==> config.mk <==
export PLATFORM = sky130hd
export DESIGN_NAME = pc_fetch_unit
export DESIGN_NICKNAME = d
export VERILOG_FILES = /design/src/rtl/pc_fetch_unit_pkg.sv /design/src/rtl/pc_fetch_unit_wait_timer.sv /design/src/rtl/pc_fetch_unit.sv
export SDC_FILE = /design/constraint.sdc
export NUM_CORES = 1
export LEC_CHECK = 0
export ABC_AREA = 1
export ABC_CLOCK_PERIOD_IN_PS = 1600
export CAP_MARGIN = 0
export CORE_AREA = 2 2 84 106
export CTS_CLUSTER_SIZE = 8
export DETAILED_ROUTE_END_ITERATION = 10
export DIE_AREA = 0 0 86 108
export PLACE_DENSITY = 0.85
export SETUP_SLACK_MARGIN = 0.15
export SYNTH_ARGS = -nofsm -noshare
export SYNTH_HDL_FRONTEND = slang
export SYNTH_SLANG_ARGS = --single-unit
==> constraint.sdc <==
create_clock -name clock -period 1.6 [get_ports clock]
set_input_delay 0.32 -clock clock [delete_from_list [all_inputs] [get_ports clock]]
set_output_delay 0.32 -clock clock [all_outputs]
set_load 0.01 [all_outputs]
run_1/wires.png
Two of the layers only.
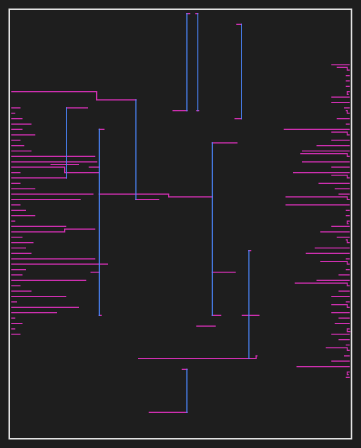
Blue is metal 4, wire length 244 um. Magenta is metal 3, wire length 802 um.
total wirelength of the detailed-routed design: 7960 um
drt wl/cell: 11.5 um
overall via count from detail_route: 3096
aggregate global-route resource usage: 0.170

run_1/layer_met2.png
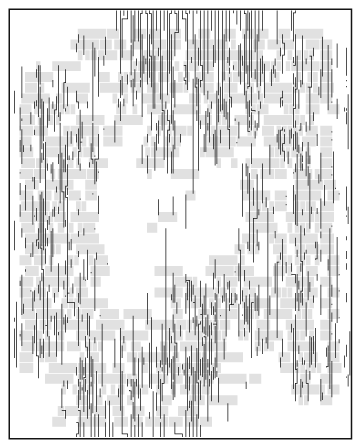
535 nets have wire on it. The layer carries 3920 um of wire.
met2 track demand over resource in global routing: 0.306

run_1/sizes.png
Scale bar: 20 um.
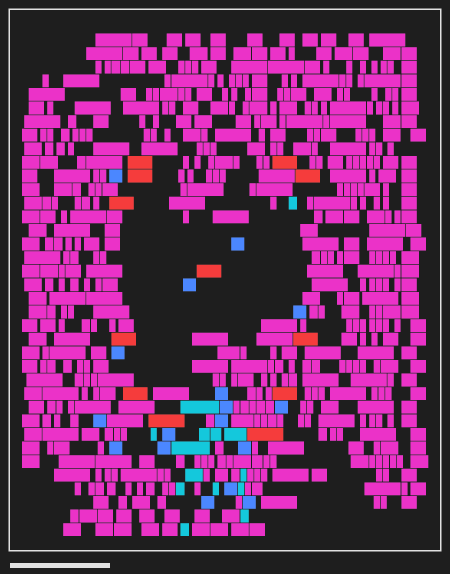
Red is _6 and larger, cells 12, most used clkbuf_8. Cyan is _2 cells, cells 14, most used inv_2. Blue is _3 and _4 cells, cells 17, most used buf_4. Magenta is _0 and _1 cells, cells 550, most used nor2_1.
cell area after layout: 4820 sq um
layout buffer count excluding clock buffers: 185

==> Implementation_results.wiki <==
=== Physical design figures ===
{| class="wikitable"
! Metric !! Value
|-
| Setup slack on the worst flop-to-flop path || 0.30 ns
|-
| Vertical die size || 108 um
|-
| Setup repair after global routing missed its margin || true
|-
| Least-Margin Pin Slew || 0.305 ns
|-
| Worst setup path category || reg -> out
|-
| Post-synthesis sequential area ratio || 0.479
|-
| Critical path endpoint category || output port
|-
| Initial antenna violation count || 0
|-
| Weighted congestion at the end of routability-driven global placement || 0.828
|-
| Layout cell share with drive strength beyond 1 || 0.0725
|-
| Drt initial violations || 103
|-
| Cell variety after synth || 22
|-
| Worst hold slack across all endpoints || 0.357 ns
|-
| Final #Nets || 661
|-
| First drt pass iteration count || 4
|-
| Netlist area before placement || 3170 sq um
|-
| Overall power of the completed layout || 3.69 mW
|-
| Core Area || 8190 sq um
|-
| Total tool warning count || 29
|-
| Starting utilization of the core area || 0.387
|-
| Endpoints failing setup || 0
|-
| Worst hold-check path type || in -> reg
|-
| I/O pin count || 170
|-
| Worst relative slew slack || 0.797
|-
| Final Skew || 0.0110 ns
|-
| Top cells, area || dfxtp_1, nor2_1, nand2_1
|-
| Mean cell area of the mapped netlist || 7.13 sq um
|-
| Number of design rule violations left after detail routing || 0
|-
| Largest type area fraction || 0.479
|-
| Worst endpoint required time || 1.28 ns
|-
| # Cells Yosys || 445
|-
| Ys Warns || 0
|-
| Achievable Freq || 0.723 GHz
|-
| Grt ovf || 0
|-
| Instance count of the mapped netlist || 445
|-
| Non-filler cells in the finished layout || 690
|-
| Number of clock sinks seen by CTS || 76
|-
| Max Slew Vio Count || 0
|-
| Crit share post-route || 0.864
|-
| Worst hold path stage count || 3
|-
| Utilization of the core after routing || 0.588
|-
| Data arrival time of the critical path || 1.06 ns
|-
| Via density per instance || 4.49
|-
| Post-Place Worst Slack || -0.0121 ns
|-
| Power density of the placed cells || 766 nW/um^2
|-
| Fraction of registers with async set/reset || 0
|-
| Post-synth top area cell || dfxtp_1
|-
| H-tree levels || 3
|-
| Reported leakage power || 2.58 nW
|-
| Cts-stage hold buffer count || 0
|-
| Die width || 86 um
|-
| Worst-path fanout max || 4
|-
| Post-route minimum period || 1.38 ns
|-
| Post-layout worst setup margin || 0.217 ns
|-
| Antenna Violating Nets Remaining || 0
|-
| First-pass GRT wire length || 12700 um
|-
| Most repeated cell in the gate-level netlist after synthesis || nor2_1
|-
| Count of cells along the worst register-to-register path || 6
|-
| Number of nets at floorplan || 516
|-
| Number of global-route vias before repair || 2950
|-
| Master cell of the clock root buffer || clkbuf_8
|-
| Pin count of the biggest net entering global routing || 63
|-
| Cell area after placement || 4770 sq um
|-
| Number of synthesized register bits || 76
|-
| Clock latency on the worst-skew pair || 0.34 ns
|-
| Most common reg cell || dfxtp_1
|-
| Summed negative setup slack over all endpoints || 0 ns
|-
| VDD IR max || 0.000525 V
|-
| Number of failing hold endpoints at the final stage || 0
|-
| Number of buffers on the longest clock path || 2
|-
| Yosys Chip Area || 3170 sq um
|-
| Overall die area || 9290 sq um
|-
| Result of the run || complete, no violations
|-
| Total clock buffers created by CTS || 9
|-
| Placed Cells || 674
|-
| Crit start category || flip-flop
|-
| TritonCTS clock tree || yes
|-
| ANT cells || 0
|-
| Detailed placement HPWL || 6180 um
|-
| Fill cell total of the finished layout || 808
|-
| Number of maximum-capacitance constraint violations || 0
|-
| Rows || 37
|-
| Port Buffers || 169
|-
| Area growth from synthesis to layout || 51.8%
|-
| Number of flops mapped to enable cells by yosys || 0
|-
| Reg clk slew, reported paths || 0.08 ns
|-
| Synth top cells by count || nor2_1, dfxtp_1, nand2_1
|}
==> run 1: metal layers <==
metal,vias up,share of wire,GRT usage
li1,1590,-,-
met1,1353,0.38,0.169
met2,130,0.49,0.306
met3,23,0.10,0.0679
met4,0,0.031,0.0828
met5,-,0,0
==> run 1: critical path: stages (launching register included) <==
cell	delay (ns)
dfxtp_2	0.37
nand2_1	0.06
inv_1	0.04
dlygate4sd2_1	0.25
==> run 1: kinds of logic (layout without fill, tap and decap cells) <==
logic type,count (synthesis),in the layout,synth area share
AND/OR/NAND/NOR,226,226,0.277
buffers and inverters,99,247,0.166
flip-flops,76,76,0.479
AND-OR/OR-AND,40,40,0.0646
adder cells (fa/ha/maj),2,2,0.00788
XOR/XNOR,2,2,0.00552
==> run 1: layout by cell type (no fill, tap or decap) <==
| master | Yosys | layout |
|---|---|---|
| buf_12 | 0 | 2 |
| inv_1 | 44 | 44 |
| xor2_1 | 1 | 1 |
| dfxtp_1 | 76 | 74 |
| clkbuf_8 | 0 | 10 |
| nor3_1 | 3 | 3 |
| clkinv_2 | 0 | 1 |
| nand2_2 | 0 | 1 |
| o21ai_1 | 15 | 15 |
| nand4_2 | 1 | 1 |
| a21oi_1 | 3 | 3 |
| dlygate4sd2_1 | 0 | 99 |
| nand3_1 | 8 | 8 |
| ha_1 | 2 | 2 |
| o21ai_0 | 19 | 19 |
| inv_2 | 4 | 4 |
| o211ai_1 | 1 | 1 |
| xnor2_1 | 1 | 1 |
| a31oi_1 | 2 | 2 |
| dfxtp_2 | 0 | 2 |
| buf_4 | 32 | 14 |
| nor2_2 | 1 | 1 |
| nand3_2 | 1 | 1 |
| clkinvlp_4 | 0 | 3 |
| buf_2 | 9 | 2 |
| nor2_1 | 140 | 140 |
| clkbuf_2 | 0 | 1 |
| clkdlybuf4s50_1 | 0 | 67 |
| nand2_1 | 72 | 71 |
==> run 1: what timing repair did <==
| action | 4_1_cts | 5_1_grt |
|---|---|---|
| endpoints found under the setup margin | 101 | 3 |
| buffers inserted | 1 | 1 |
| resized | 105 | 4 |
| gates cloned | 0 | 0 |
==> run 1: cell type report <==
class / instances / area [sq um] / share of cell area
Timing Repair Buffer: 185 / 1700 / 0.352
Sequential cell: 76 / 1520 / 0.316
Multi-Input combinational cell: 270 / 1130 / 0.234
Inverter: 48 / 180 / 0.0374
Clock buffer: 10 / 138 / 0.0286
Tap cell: 97 / 121 / 0.0252
Clock inverter: 4 / 27.5 / 0.00571
==> run 1: report_power, final <==
group / internal (mW) / switching (mW)
Combinational: 0.272 / 0.198
Clock: 0.585 / 0.664
Sequential: 1.94 / 0.0287
Total: 2.80 / 0.890
Power figures rest on the tool's default switching activity, not on a simulated workload.
